**src/rtl/counter_pkg.sv**
```systemverilog
// Shared definitions for the modular counter family: saturation modes and the
// effective-modulus helper used to size bound comparisons.
package counter_pkg;

  localparam bit SAT_WRAP = 1'b0;
  localparam bit SAT_SAT  = 1'b1;

  // A modulus of 0 selects the full binary range of the counter.
  function automatic longint unsigned eff_mod(input int width, input longint unsigned mod);
    return (mod == 0) ? (64'd1 << width) : mod;
  endfunction

endpackage

```
**src/rtl/dff.sv**
```systemverilog
// Single-bit D flip-flop with synchronous active-high reset to a per-bit value.
module dff (
  input  logic clk,
  input  logic rst,
  input  logic rst_val,
  input  logic d,
  output logic q
);

  always_ff @(posedge clk) begin
    // NOTE: sequential state always uses non-blocking assignment so every flop samples pre-edge values.
    if (rst) q <= rst_val;
    else     q <= d;
  end

endmodule

```
**src/rtl/reg_n.sv**
```systemverilog
// WIDTH-bit synchronous-reset register bank assembled from dff cells.
module reg_n #(
  parameter int               WIDTH   = 16,
  parameter logic [WIDTH-1:0] RST_VAL = '0
) (
  input  logic             clk,
  input  logic             rst,
  input  logic [WIDTH-1:0] d,
  output logic [WIDTH-1:0] q
);

  for (genvar i = 0; i < WIDTH; i++) begin : g_bit
    dff u_dff (
      .clk     (clk),
      .rst     (rst),
      .rst_val (RST_VAL[i]),
      .d       (d[i]),
      .q       (q[i])
    );
  end

endmodule

```
**src/rtl/mod_counter.sv**
```systemverilog
// Parametrised up/down modular counter with variable step, wrap or saturate at
// the bounds, and one-cycle terminal (tc) and rejected-request (err) pulses.
module mod_counter
  import counter_pkg::*;
#(
  parameter int              WIDTH   = 16,
  parameter longint unsigned MOD     = 0,
  parameter int              STEP_W  = 4,
  parameter bit              SAT     = SAT_WRAP,
  parameter longint unsigned RST_VAL = 0
) (
  input  logic              clk,
  input  logic              rst,
  input  logic              en,
  input  logic              load,
  input  logic [0:WIDTH-1]  load_data,
  input  logic              up,
  input  logic [0:STEP_W-1] step,
  output logic [0:WIDTH-1]  out,
  output logic              tc,
  output logic              err
);

  localparam int             XW     = WIDTH + 1;
  localparam int             CW     = (STEP_W > XW) ? STEP_W : XW;
  localparam logic [XW-1:0]  M      = XW'(eff_mod(WIDTH, MOD));
  localparam logic [XW-1:0]  M_LAST = M - XW'(1);

  logic [WIDTH-1:0] out_q, next_out;
  logic             next_tc, next_err;
  logic [XW-1:0]    cur, ld_x, step_n, sum, dn_wrap;
  logic [CW-1:0]    step_x, m_x;

  // All arithmetic is one bit wider than the count so out+step and out+M never truncate.
  assign cur     = {1'b0, out_q};
  assign ld_x    = {1'b0, load_data};
  assign step_x  = CW'(step);
  assign m_x     = CW'(M);
  assign step_n  = XW'(step_x);
  assign sum     = cur + step_n;
  assign dn_wrap = cur + M - step_n;

  always_comb begin
    // NOTE: every output of this block gets a default first, so no path can infer a latch.
    next_out = out_q;
    next_tc  = 1'b0;
    next_err = 1'b0;
    if (load) begin
      if (ld_x < M) begin
        next_out = load_data;
      end else begin
        next_out = M_LAST[WIDTH-1:0];
        next_err = 1'b1;
      end
    end else if (en && step_x != '0) begin
      if (step_x >= m_x) begin
        next_err = 1'b1;
      end else if (up) begin
        if (sum < M_LAST) begin
          next_out = sum[WIDTH-1:0];
        end else begin
          // Landing exactly on M-1 counts as reaching the bound.
          next_tc  = 1'b1;
          next_out = (sum == M_LAST || SAT) ? M_LAST[WIDTH-1:0] : WIDTH'(sum - M);
        end
      end else begin
        if (cur > step_n) begin
          next_out = WIDTH'(cur - step_n);
        end else begin
          next_tc  = 1'b1;
          next_out = (cur == step_n || SAT) ? '0 : dn_wrap[WIDTH-1:0];
        end
      end
    end
  end

  reg_n #(
    .WIDTH   (WIDTH),
    .RST_VAL (WIDTH'(RST_VAL))
  ) u_count (
    .clk (clk),
    .rst (rst),
    .d   (next_out),
    .q   (out_q)
  );

  always_ff @(posedge clk) begin
    if (rst) begin
      tc  <= 1'b0;
      err <= 1'b0;
    end else begin
      tc  <= next_tc;
      err <= next_err;
    end
  end

  assign out = out_q;

endmodule
```
**config.mk**
```make
export PLATFORM = sky130hd
export DESIGN_NAME = mod_counter
export DESIGN_NICKNAME = d
export VERILOG_FILES = /design/src/rtl/counter_pkg.sv /design/src/rtl/dff.sv /design/src/rtl/reg_n.sv /design/src/rtl/mod_counter.sv
export SDC_FILE = /design/constraint.sdc
export NUM_CORES = 1
export LEC_CHECK = 0
export CAP_MARGIN = 40
export CELL_PAD_IN_SITES_DETAIL_PLACEMENT = 1
export CELL_PAD_IN_SITES_GLOBAL_PLACEMENT = 2
export CORE_UTILIZATION = 29
export CTS_CLUSTER_SIZE = 30
export DETAILED_ROUTE_END_ITERATION = 12
export GPL_TIMING_DRIVEN = 0
export PLACE_DENSITY_LB_ADDON = 0.1
export RECOVER_POWER = 50
export SYNTH_ARGS = -nofsm -noshare
export SYNTH_HDL_FRONTEND = slang
export SYNTH_SLANG_ARGS = --single-unit
```
**constraint.sdc**
```tcl
create_clock -name clk -period 3.2 [get_ports clk]
set_clock_uncertainty 0.15 [all_clocks]
set_input_delay 0.64 -clock clk [delete_from_list [all_inputs] [get_ports clk]]
set_output_delay 0.64 -clock clk [all_outputs]
set_load 0.02 [all_outputs]
```
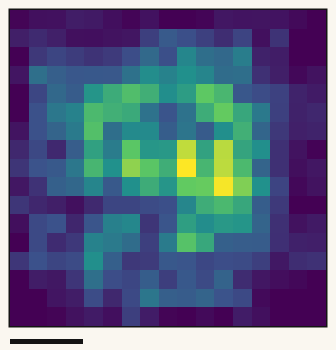
*Routed metal per tile, run 1*
Bar = 20 µm. The die is cut into 17 by 17 equal tiles; dark purple is low, yellow is high, scaled to the fullest tile. Values are wire area over tile area, all layers added.
fullest tile	0.60
tiles over half the peak	16%
densest ninth of the die	center
mean over tiles	0.16
emptiest ninth of the die	south-east
nearly empty tiles	11%

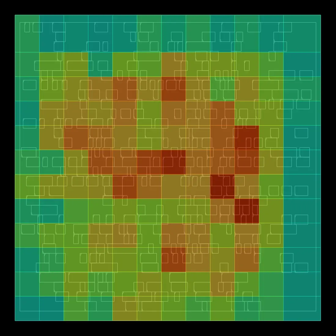
*Congestion heat map, run 1*
All-Layer GR Usage: 21.2%
post-route core utilization: 39.1%
met1 Track Usage GR: 28.9%

==> deck_impl_summary.md, run 1 <==
Physical Implementation Snapshot

Status
  – Status: completed

Logic synthesis
  – Adder Share, Synth: 6.78%
  – EDFF count, synth: 0
  – Synth Seq Share: 16.5%
  – Yosys chip area: 0.00207 mm²
  – Asr flop ratio synth: 0%
  – Post-synth net total: 310
  – Simple-Gate Area Share: 24.8%
  – Syn Inst Count: 275
  – Synth area leader: dfxtp_1
  – Average size of a mapped cell: 7.52 µm²
  – Top comb family, area: AND-OR/OR-AND gates
  – Synth mux share: 0.484%
  – Cell Area, Synth: 0.00207 mm²
  – Area share, top type: 16.5%
  – Post-synth regs: 17

Worst setup path
  – Crit end category: flop
  – Top delay family on crit path: AND-OR/OR-AND gates
  – Reg2reg start: u_count.g_bit[12].u_dff.q
  – CP bufs+invs: 3
  – Setup CP Type: in2reg
  – Reg2Reg Depth: 8
  – Setup slack, reg-to-reg: 0.59 ns
  – Slowest-stage cell, CP: clkdlybuf4s50_1
  – CP cell instances: clkdlybuf4s50_1, inv_1, ha_1, inv_1, a21oi_2, nand2_1, a31o_2, a311o_1, a31oi_1

Hold path
  – Worst hold endpoint: u_count.g_bit[13].u_dff.q
  – HP Class: reg2reg

Timing
  – Minimum clock period: 3.12 ns
  – Max Slew Vio Count: 0
  – Final-report hold violation count: 0
  – Worst rel slew slack: 50.8%
  – Min Hold Slack: 0.424 ns
  – Setup TNS Final: 0 ns
  – Endpoints failing setup: 0

Final layout
  – Largest register FFs: 16
  – Regs by FF count: u_count.g_bit.u_dff.q: 16 flops, tc: 1 flops
  – Register ranked first by flip-flop count: u_count.g_bit.u_dff.q
  – Fillcell total: 857
  – Cell type taking the most area: logic gates
  – NonClk Buf Share: 24.9%
  – Clk tree area frac: 1.68%
  – Seq_cells: 17
  – Final #Nets: 354
  – Gate Area: 0.00145 mm²
  – Top Layout Cells: 25 x nor2_1, 24 x clkdlybuf4s50_1, 21 x a21oi_1, 21 x buf_4
  – P&R area growth vs syn: 29.4%
  – Combinational share of cell area: 54.2%

Die
  – I/O pin count: 43
  – Die W: 86.4 µm
  – Well Taps: 96
  – Chip area: 0.00747 mm²

Route
  – Remaining DRCs: 0
  – Final wirelength: 7470 µm
  – Vias: 2288
  – Initial DRC count: 148
  – Detailed Routing Iterations Pass 1: 4
  – Max layer used: met4
  – Detail Route Antenna Nets: 0

Global routing
  – Vias in the first global route: 2196
  – Largest net degree at the start of global routing: 11
  – First-pass GRT wire length: 12000 µm
  – M2 GR Usage: 34.3%
  – Grt met3 use: 4.29%
  – GR Overflow Total: 0
  – Initial antenna violation count: 0

Power and ir drop
  – Internal power: 0.502 mW
  – Clock network fraction of design power: 21.4%
  – Comb power: 0.411 mW
  – Power Sequential: 0.247 mW
  – Power Density: 313 mW/mm²
  – Comb power frac: 49.1%
  – Leakage: 1.08 nW
  – Switching share of total power: 39.9%

Clock tree
  – Cts hold-fix bufs: 0
  – Setup Buffers After CTS: 0
  – Clk slew on worst S/H paths: 0.08 ns
  – CTS Buf Count: 3
  – H-tree levels: 1
  – Root buffer cell: clkbuf_8
  – Cts repair resizes: 9
  – CTS tree: yes

Job
  – Tool warnings: 31

Place
  – Placed cells: 412
  – Pre-CTS setup slack: -0.464 ns
  – Post-Place Cell Area: 0.00259 mm²
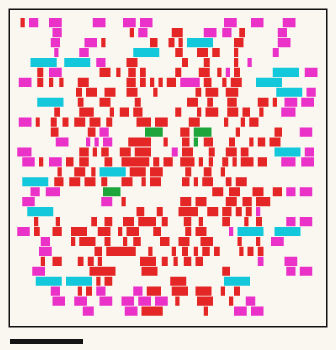
*Placed cells, one color a class, run 1*
Bar = 20 µm.
color	class	cells	share of their area
cyan	sequential cells	17	13%
magenta	remaining buffers and delay cells	77	26%
green	clock drivers and dummy loads	4	1.8%
red	combinational and other logic	220	59%
core outline area: 0.00683 mm²
post-route cell area: 0.00267 mm²
Seq/total area: 12.7%

### Cells by drive strength, run 1

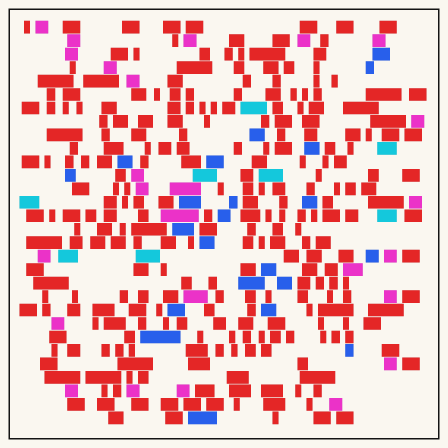

==> inputs of run 2 (changes only) <==
Settings changed: SLEW_MARGIN from default to 40.
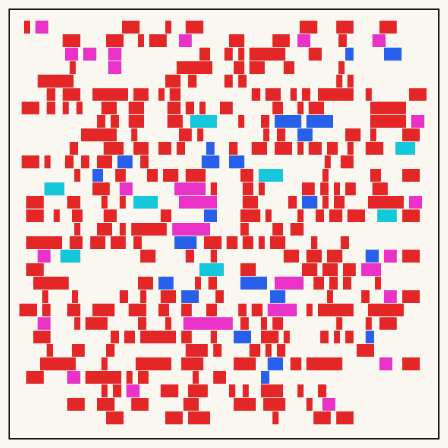
*Cells by drive strength, run 2*
color	size	cells	share
cyan	_6 and larger	8	2.5%
magenta	_3 and _4 cells	26	8.2%
red	_0 and _1 cells	262	82%
blue	_2 cells	22	6.9%

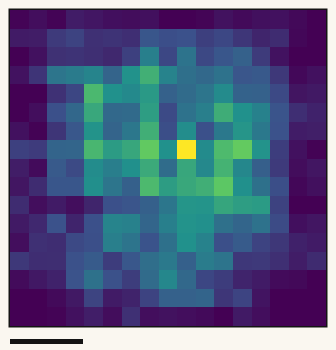
*Routed metal per tile, run 2*
Bar = 20 µm. The die is cut into 17 by 17 equal tiles; dark purple is low, yellow is high, scaled to the fullest tile. Values are wire area over tile area, all layers added.
fullest tile	0.69
emptiest ninth of the die	south-east
densest ninth of the die	center
mean over tiles	0.17
nearly empty tiles	11%
tiles over half the peak	11%
final wirelength: 7770 µm
All-Layer GR Usage: 22.3%

==> run 2 against run 1 <==
Against the previous run:
- clock power about the same
- maximum frequency increased by 1.3%
- combinational power increased by 2%
- critical path type unchanged
==> deck_impl_summary.md, run 2 <==
Physical Implementation Snapshot

Status
  – Status: completed (unchanged)

Job
  – Tool warnings: 30 (was 31)

Timing
  – Final-report hold violation count: 0 (unchanged)
  – Max Slew Vio Count: 0 (unchanged)
  – Worst rel slew slack: 48.6% (was 50.8%)
  – Min Hold Slack: 0.425 ns (was 0.424 ns)

Logic synthesis
  – Top comb family, area: AND-OR/OR-AND gates (unchanged)
  – Area share, top type: 16.5% (unchanged)
  – Adder Share, Synth: 6.78% (unchanged)
  – EDFF count, synth: 0 (unchanged)
  – Simple-Gate Area Share: 24.8% (unchanged)
  – Synth mux share: 0.484% (unchanged)
  – Asr flop ratio synth: 0% (unchanged)
  – Average size of a mapped cell: 7.52 µm² (unchanged)
  – Synth Seq Share: 16.5% (unchanged)
  – Yosys chip area: 0.00207 mm² (unchanged)
  – Post-synth net total: 310 (unchanged)

Final layout
  – Clk tree area frac: 1.66% (was 1.68%)
  – Largest register FFs: 16 (unchanged)
  – Final #Nets: 354 (unchanged)
  – Combinational share of cell area: 54.9% (was 54.2%)
  – Post-route core utilization: 39.7% (was 39.1%)
  – Register ranked first by flip-flop count: u_count.g_bit.u_dff.q (unchanged)
  – Seq/total area: 12.6% (was 12.7%)
  – Gate Area: 0.00149 mm² (was 0.00145 mm²)
  – Cell type taking the most area: logic gates (unchanged)
  – NonClk Buf Share: 24.5% (was 24.9%)

Die
  – Die W: 86.4 µm (unchanged)
  – Well Taps: 96 (unchanged)
  – I/O pin count: 43 (unchanged)
  – Chip area: 0.00747 mm² (unchanged)

Worst setup path
  – CP cell instances: clkdlybuf4s50_1, ha_1, fa_1, nor2b_1, o21ai_1, nor2b_1, o2111a_1, a211o_1, a21oi_1 (was clkdlybuf4s50_1, inv_1, ha_1, inv_1, a21oi_2, nand2_1, a31o_2, a311o_1, a31oi_1)
  – Setup CP Type: in2reg (unchanged)
  – Setup slack, reg-to-reg: 0.45 ns (was 0.59 ns)
  – Reg2reg start: u_count.g_bit[12].u_dff.q (unchanged)
  – Reg2Reg Depth: 8 (unchanged)
  – Top delay family on crit path: AND-OR/OR-AND gates (unchanged)
  – Crit end category: flop (unchanged)
  – CP bufs+invs: 1 (was 3)

Global routing
  – Vias in the first global route: 2271 (was 2196)
  – Largest net degree at the start of global routing: 11 (unchanged)
  – Initial antenna violation count: 0 (unchanged)
  – GR Overflow Total: 0 (unchanged)
  – Met1 Track Usage GR: 29.9% (was 28.9%)
  – M2 GR Usage: 36.3% (was 34.3%)
  – First-pass GRT wire length: 12500 µm (was 12000 µm)

Power and ir drop
  – Power Sequential: 0.247 mW (about the same)
  – Comb power frac: 49.4% (was 49.1%)
  – Leakage: 1.09 nW (was 1.08 nW)
  – Internal power: 0.501 mW (was 0.502 mW)
  – Comb power: 0.418 mW (was 0.411 mW)

Route
  – Detail Route Antenna Nets: 0 (unchanged)
  – Vias: 2261 (was 2288)
  – Detailed Routing Iterations Pass 1: 5 (was 4)

Clock tree
  – Clk slew on worst S/H paths: 0.08 ns (about the same)
  – Cts repair resizes: 15 (was 9)
  – CTS tree: yes (unchanged)

Hold path
  – HP Class: reg2reg (unchanged)
  – Worst hold endpoint: u_count.g_bit[13].u_dff.q (unchanged)

Place
  – Post-Place Cell Area: 0.00259 mm² (about the same)
  – Pre-CTS setup slack: -0.566 ns (was -0.464 ns)
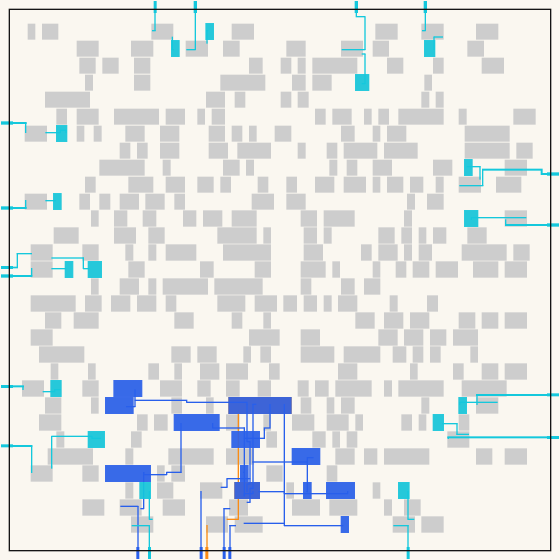
*I/O nets highlighted, run 2*
color	port	direction	edge	end cells	buffers	wire
cyan	`load_data`	input	6 west, 4 north, 4 east, 2 south	16	16	197 µm
orange	`en`	input	south	2	1	24.7 µm
blue	`step`	input	south	12	4	205 µm

### Placed cells, one color a class, run 2

Bar = 20 µm.
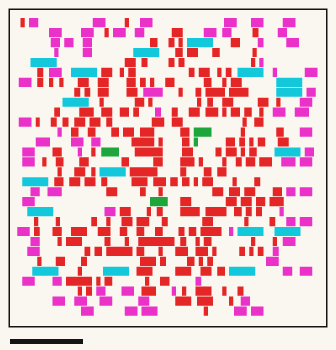

==> inputs of run 3 (changes only) <==
Clock period 3.2 ns to 3.39 ns, I/O delays scaled along.
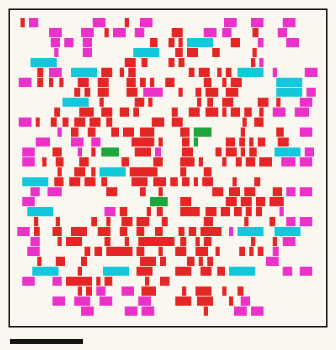
*Placed cells, one color a class, run 3*
Bar = 20 µm.
color	class	cells	share of their area
cyan	sequential cells	17	13%
magenta	remaining buffers and delay cells	75	26%
green	clock drivers and dummy loads	4	1.8%
red	combinational and other logic	220	59%

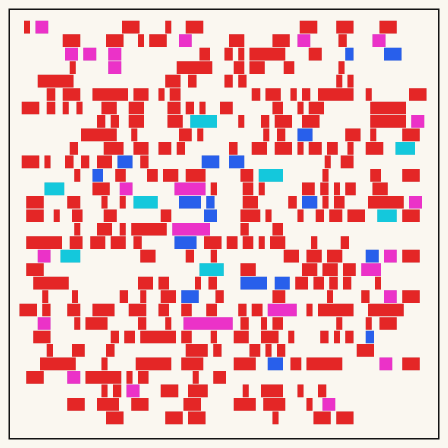
*Cells by drive strength, run 3*
color	size	cells	share
cyan	_6 and larger	8	2.5%
blue	_2 cells	18	5.7%
red	_0 and _1 cells	266	84%
magenta	_3 and _4 cells	24	7.6%
post-route cell area: 0.00267 mm²
P&R area growth vs syn: 29.2%

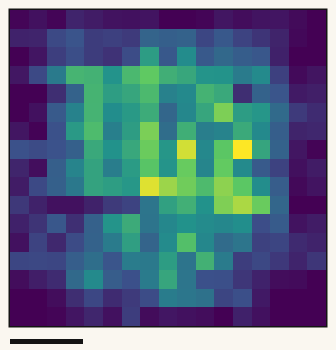
*Routed metal per tile, run 3*
Bar = 20 µm. The die is cut into 17 by 17 equal tiles; dark purple is low, yellow is high, scaled to the fullest tile. Values are wire area over tile area, all layers added.
densest ninth of the die	center
fullest tile	0.54
nearly empty tiles	10%

==> run 3 against run 2 <==
Against the previous run:
- combinational power is 7.4% lower
- synthesized area did not move
- routed wire length decreased by 1.8%
- critical endpoint is now tc
==> deck_impl_summary.md, run 3 <==
Physical Implementation Snapshot

Logic synthesis
  – Syn Inst Count: 275 (unchanged)
  – Synth area leader: dfxtp_1 (unchanged)
  – Average size of a mapped cell: 7.52 µm² (unchanged)
  – Top comb family, area: AND-OR/OR-AND gates (unchanged)
  – Synth Seq Share: 16.5% (unchanged)
  – Synth mux share: 0.484% (unchanged)
  – Area share, top type: 16.5% (unchanged)
  – Post-synth regs: 17 (unchanged)

Global routing
  – Grt met3 use: 3.43% (unchanged)
  – Largest net degree at the start of global routing: 11 (unchanged)
  – Met1 Track Usage GR: 29.5% (was 29.9%)
  – Vias in the first global route: 2261 (was 2271)

Job
  – Tool warnings: 31 (was 30)

Clock tree
  – H-tree levels: 1 (unchanged)
  – Root buffer cell: clkbuf_8 (unchanged)
  – Cts repair resizes: 3 (was 15)

Worst setup path
  – Setup slack, reg-to-reg: 0.75 ns (was 0.45 ns)
  – Setup CP Type: in2reg (unchanged)
  – Reg2reg start: u_count.g_bit[12].u_dff.q (unchanged)
  – Top delay family on crit path: AND-OR/OR-AND gates (unchanged)

Die
  – Chip area: 0.00747 mm² (unchanged)
  – Well Taps: 96 (unchanged)
  – Core outline area: 0.00683 mm² (unchanged)

Power and ir drop
  – Comb power frac: 48.9% (was 49.4%)
  – Switching share of total power: 40.4% (was 40.9%)

Final layout
  – Register ranked first by flip-flop count: u_count.g_bit.u_dff.q (unchanged)
  – Clk tree area frac: 1.69% (was 1.66%)
  – Seq_cells: 17 (unchanged)
  – Combinational share of cell area: 54.5% (was 54.9%)

Route
  – Vias: 2228 (was 2261)
  – Max layer used: met4 (unchanged)

Place
  – Post-Place Cell Area: 0.00259 mm² (unchanged)

Status
  – Status: completed (unchanged)

Timing
  – Max Slew Vio Count: 0 (unchanged)

Hold path
  – HP Class: reg2reg (unchanged)
Power is estimated from default activity; no workload was simulated.
